==> config.mk <==
export PLATFORM = sky130hd
export DESIGN_NAME = bai1_sweep_ctrl
export DESIGN_NICKNAME = d
export VERILOG_FILES = /design/src/rtl/bai1_sweep_ctrl.sv
export SDC_FILE = /design/constraint.sdc
export NUM_CORES = 1
export LEC_CHECK = 0
export ABC_AREA = 1
export CELL_PAD_IN_SITES_DETAIL_PLACEMENT = 0
export CELL_PAD_IN_SITES_GLOBAL_PLACEMENT = 1
export CORE_ASPECT_RATIO = 0.5
export CORE_MARGIN = 4
export CORE_UTILIZATION = 40
export CTS_BUF_LIST = sky130_fd_sc_hd__clkbuf_2
export DETAILED_ROUTE_END_ITERATION = 10
export DONT_BUFFER_PORTS = 1
export GPL_TIMING_DRIVEN = 0
export PLACE_DENSITY = 0.74
export SETUP_SLACK_MARGIN = 0.4
export SLEW_MARGIN = 10
export SYNTH_ARGS = -nofsm -noshare
export SYNTH_HDL_FRONTEND = slang
export SYNTH_SLANG_ARGS = --single-unit
export TNS_END_PERCENT = 100
==> constraint.sdc <==
create_clock -name i_clk -period 2.9 [get_ports i_clk]
set_clock_uncertainty 0.1 [all_clocks]
set_input_delay 0.29 -clock i_clk [delete_from_list [all_inputs] [get_ports i_clk]]
set_output_delay 0.29 -clock i_clk [all_outputs]
set_load 0.01 [all_outputs]
==> src/rtl/bai1_sweep_ctrl.sv <==
// bai1_sweep_ctrl
// Walks a 3-input combinational block through all eight input vectors,
// lets each vector settle for SETTLE_CYCLES cycles, samples the block output
// into a truth table and compares it against a latched expected table.
// Vector order: c=1 half first (steps 0..3), then c=0 half (steps 4..7).
//
// Optional feature: define BAI1_SWEEP_ERRLOG_EN to add a first-failure log
// (o_fail_valid, o_first_fail_idx).
//
// Ports
//   i_clk            clock, all state changes on the rising edge
//   i_rst            synchronous active-high reset
//   i_start          sweep request, accepted only in IDLE
//   i_expected[7:0]  expected truth table, bit k for {c,b,a}=k
//   i_dut_out        output of the block under control
//   o_a/o_b/o_c      registered drive to the block inputs
//   o_busy           high while settling/sampling
//   o_done           one-cycle pulse when the sweep completes
//   o_tt[7:0]        captured truth table
//   o_mismatch_cnt   number of captured bits differing from expected
//   o_pass           mismatch_cnt==0, valid from done until next start
//   o_fail_valid     (errlog) a mismatch has been seen in this sweep
//   o_first_fail_idx (errlog) {c,b,a} of the first mismatch
module bai1_sweep_ctrl #(
  parameter int SETTLE_CYCLES = 2
) (
  input  logic       i_clk,
  input  logic       i_rst,
  input  logic       i_start,
  input  logic [7:0] i_expected,
  input  logic       i_dut_out,
  output logic       o_a,
  output logic       o_b,
  output logic       o_c,
  output logic       o_busy,
  output logic       o_done,
  output logic [7:0] o_tt,
  output logic [3:0] o_mismatch_cnt,
  output logic       o_pass
`ifdef BAI1_SWEEP_ERRLOG_EN
  ,
  output logic       o_fail_valid,
  output logic [2:0] o_first_fail_idx
`endif
);

  if (SETTLE_CYCLES < 1 || SETTLE_CYCLES > 15) begin : g_param_check
    $error("SETTLE_CYCLES must be in 1..15");
  end

  typedef enum logic [1:0] {
    ST_IDLE,
    ST_SETTLE,
    ST_SAMPLE,
    ST_DONE
  } state_t;

  localparam logic [3:0] LP_SETTLE_LAST = 4'(SETTLE_CYCLES - 1);

  state_t     r_state;
  state_t     w_state_next;
  logic [2:0] r_step;
  logic [3:0] r_cnt;
  logic [7:0] r_expected;
  logic       r_a;
  logic       r_b;
  logic       r_c;
  logic [7:0] r_tt;
  logic [3:0] r_mm_cnt;
  logic       r_pass;

  logic [2:0] w_idx;
  logic       w_miss;
  logic [3:0] w_mm_next;
  logic [2:0] w_next_step;

  // The truth-table index is the vector currently on the pins, not the step.
  assign w_idx       = {r_c, r_b, r_a};
  assign w_miss      = (i_dut_out != r_expected[w_idx]);
  assign w_mm_next   = r_mm_cnt + {3'b000, w_miss};
  assign w_next_step = r_step + 3'd1;

  always_ff @(posedge i_clk) begin
    if (i_rst) begin
      r_state <= ST_IDLE;
    end else begin
      r_state <= w_state_next;
    end
  end

  always_comb begin
    w_state_next = r_state;
    o_busy       = 1'b0;
    o_done       = 1'b0;
    case (r_state)
      ST_IDLE: begin
        if (i_start) begin
          w_state_next = ST_SETTLE;
        end
      end
      ST_SETTLE: begin
        o_busy = 1'b1;
        if (r_cnt == LP_SETTLE_LAST) begin
          w_state_next = ST_SAMPLE;
        end
      end
      ST_SAMPLE: begin
        o_busy       = 1'b1;
        w_state_next = (r_step == 3'd7) ? ST_DONE : ST_SETTLE;
      end
      ST_DONE: begin
        o_done       = 1'b1;
        w_state_next = ST_IDLE;
      end
      default: begin
        w_state_next = ST_IDLE;
      end
    endcase
  end

  // Datapath. a/b/c are loaded with the next vector on the same edge that
  // enters SETTLE, so the settle window sees a stable vector from its first cycle.
  always_ff @(posedge i_clk) begin
    if (i_rst) begin
      r_step     <= 3'd0;
      r_cnt      <= 4'd0;
      r_expected <= 8'd0;
      r_a        <= 1'b0;
      r_b        <= 1'b0;
      r_c        <= 1'b0;
      r_tt       <= 8'd0;
      r_mm_cnt   <= 4'd0;
      r_pass     <= 1'b0;
    end else begin
      case (r_state)
        ST_IDLE: begin
          if (i_start) begin
            r_expected <= i_expected;
            r_tt       <= 8'd0;
            r_mm_cnt   <= 4'd0;
            r_pass     <= 1'b0;
            r_step     <= 3'd0;
            r_cnt      <= 4'd0;
            r_a        <= 1'b0;
            r_b        <= 1'b0;
            r_c        <= 1'b1;
          end
        end
        ST_SETTLE: begin
          if (r_cnt != LP_SETTLE_LAST) begin
            r_cnt <= r_cnt + 4'd1;
          end
        end
        ST_SAMPLE: begin
          r_tt[w_idx] <= i_dut_out;
          r_mm_cnt    <= w_mm_next;
          if (r_step == 3'd7) begin
            r_a    <= 1'b0;
            r_b    <= 1'b0;
            r_c    <= 1'b0;
            r_pass <= (w_mm_next == 4'd0);
          end else begin
            r_step <= w_next_step;
            r_cnt  <= 4'd0;
            r_a    <= w_next_step[0];
            r_b    <= w_next_step[1];
            r_c    <= ~w_next_step[2];
          end
        end
        default: begin
        end
      endcase
    end
  end

`ifdef BAI1_SWEEP_ERRLOG_EN
  logic       r_fail_valid;
  logic [2:0] r_first_fail_idx;

  always_ff @(posedge i_clk) begin
    if (i_rst) begin
      r_fail_valid     <= 1'b0;
      r_first_fail_idx <= 3'd0;
    end else if (r_state == ST_IDLE && i_start) begin
      r_fail_valid     <= 1'b0;
      r_first_fail_idx <= 3'd0;
    end else if (r_state == ST_SAMPLE && w_miss && !r_fail_valid) begin
      // Only the first mismatch of a sweep is recorded.
      r_fail_valid     <= 1'b1;
      r_first_fail_idx <= w_idx;
    end
  end

  assign o_fail_valid     = r_fail_valid;
  assign o_first_fail_idx = r_first_fail_idx;
`endif

  assign o_a            = r_a;
  assign o_b            = r_b;
  assign o_c            = r_c;
  assign o_tt           = r_tt;
  assign o_mismatch_cnt = r_mm_cnt;
  assign o_pass         = r_pass;

endmodule

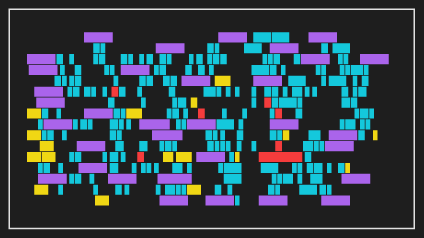
class_map.png
Scale: 4 px per um.
- red: clock drivers and dummy loads (cells 7; share of their area 3.2%)
- cyan: remaining logic cells (cells 201; share of their area 54%)
- yellow: remaining buffers and delay cells (cells 17; share of their area 7.6%)
- purple: registers (cells 33; share of their area 36%)
core area: 4020 um2
sequential cell area share: 0.343
Finished Cell Area: 1950 um2
FP Rows: 16
final core area utilization: 0.484

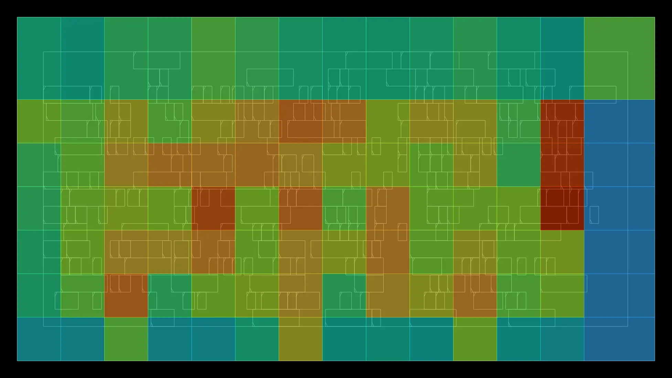
congestion_map.png
met3 Resource Use GR: 0.0573
Total Routing Usage GR: 0.163

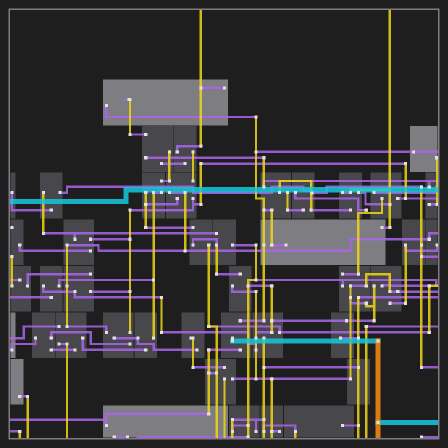
closeup.png
Region (13, 28) to (38, 53) um. Cells in grey, sequential cells in the stronger grey; small squares are vias.
- orange: M4
- yellow: M2
- cyan: M3
- purple: M1
- most frequent: nand2_1 (12), o21ai_0 (5)
- netlist names of flops here include: o_tt (2), r_expected (1)
- sequential cells in the window: 3
- cells with their middle in the window: 36

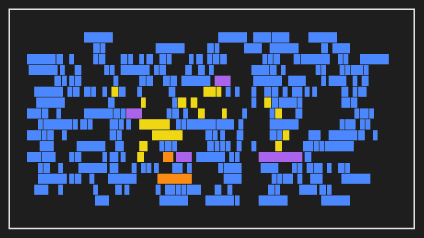
sizing.png
Scale: 4 px per um.
- purple: x6 and larger (cells 4)
- yellow: x2 (cells 16)
- orange: x3 and x4 (cells 2)
- blue: x1 and smaller (cells 236)
PnR worst setup slack: 630 ps
Signal buffers: 17

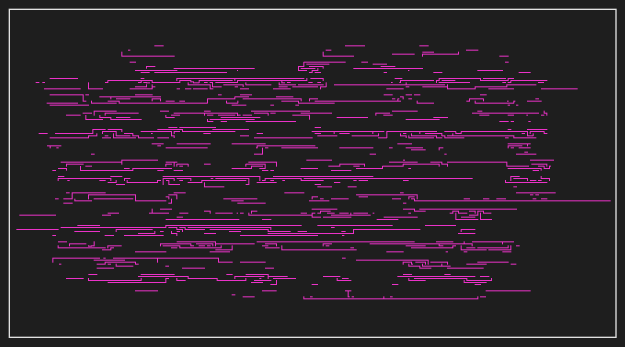
m1.png
Scale: 6 px per um.
- nets with wire on the layer: 260
- main direction: horizontal
- share of all routed wire: 51%
wirelength, routed: 3.95 mm
DR vias: 1524

==> flow_summary.json <==
{
  "status": "finished, final reports clean",
  "dr_wl_met2_mm": 1.62,
  "highest_layer": "met4",
  "hold_slack_ps": 96.3,
  "finalMaxSlewViolations": 0,
  "clock_power_w": 0.000300,
  "numSynthFlops": 33,
  "htreeDepth": 2,
  "slew_headroom": 0.615,
  "critPathMaxStageDelay_ps": 410,
  "top_area_frac": 0.383,
  "clock_buffer_count": 5,
  "layout-drive-gt1-share": 0.0853,
  "fin_crit_sh": 0.783,
  "cts-root-buf": "clkbuf_2",
  "drc": 0,
  "grt.overflow.total": 0,
  "dominant_cells": "logic gates",
  "critPathTopFamily": "simple AND/OR/NAND/NOR gates",
  "use_met1": 0.207,
  "comb_share": 0.466,
  "final.min_clock_period_ps": 2270,
  "comb_cell_power_w": 0.000470,
  "seqPwrFrac": 0.420
}
Yosys cell counts, drive strengths merged:
| cell | number |
|---|---|
| dfxtp | 33 |
| nand3 | 10 |
| clkbuf | 3 |
| a211oi | 2 |
| nand3b | 1 |
| buf | 6 |
| a21oi | 28 |
| nand4 | 7 |
| ha | 13 |
| or2 | 1 |
| nor3 | 11 |
| o21ai | 10 |
| nor2 | 20 |
| xnor2 | 1 |
| inv | 27 |
| o21bai | 1 |
| o21a | 1 |
| a21boi | 1 |
| xor2 | 2 |
| nand2 | 65 |
final timing paths:
check                          endpoint  cells after the start                  startpoint  slack (ps)
max                 o_pass$_SDFFE_PP0P_                     16            o_c$_SDFFE_PP0P_         630
min                o_tt[4]$_SDFFE_PP0P_                      4                   i_dut_out         100
max reg2reg         o_pass$_SDFFE_PP0P_                     16            o_c$_SDFFE_PP0P_         630
min reg2reg  r_expected[5]$_SDFFE_PP0P_                      2  r_expected[5]$_SDFFE_PP0P_         380
flip-flops by register name, indices dropped and copies added (netlist names):
| signal | flops |
|---|---|
| r_state | 2 |
| o_pass | 1 |
| o_tt | 8 |
| r_expected | 8 |
| o_mismatch_cnt | 4 |
| o_b | 1 |
| o_c | 1 |
| r_step | 3 |
| o_a | 1 |
| r_cnt | 4 |
cells by family after synthesis:
kind of cell	share of synthesized area
AND/OR/NAND/NOR	0.281
XOR/XNOR	0.0152
AND-OR/OR-AND	0.134
flip-flops	0.383
buffers and inverters	0.0928
adder cells (fa/ha/maj)	0.0943
worst reg2reg max path, delay by kind of cell, from the launching register on:
kind                       cells  cell delay, ps
buffers and inverters          3             260
AOI/OAI and AO/OA              1             120
adders and majority gates      2             480
DFF                            1             410
and+or+nand+nor               10             820
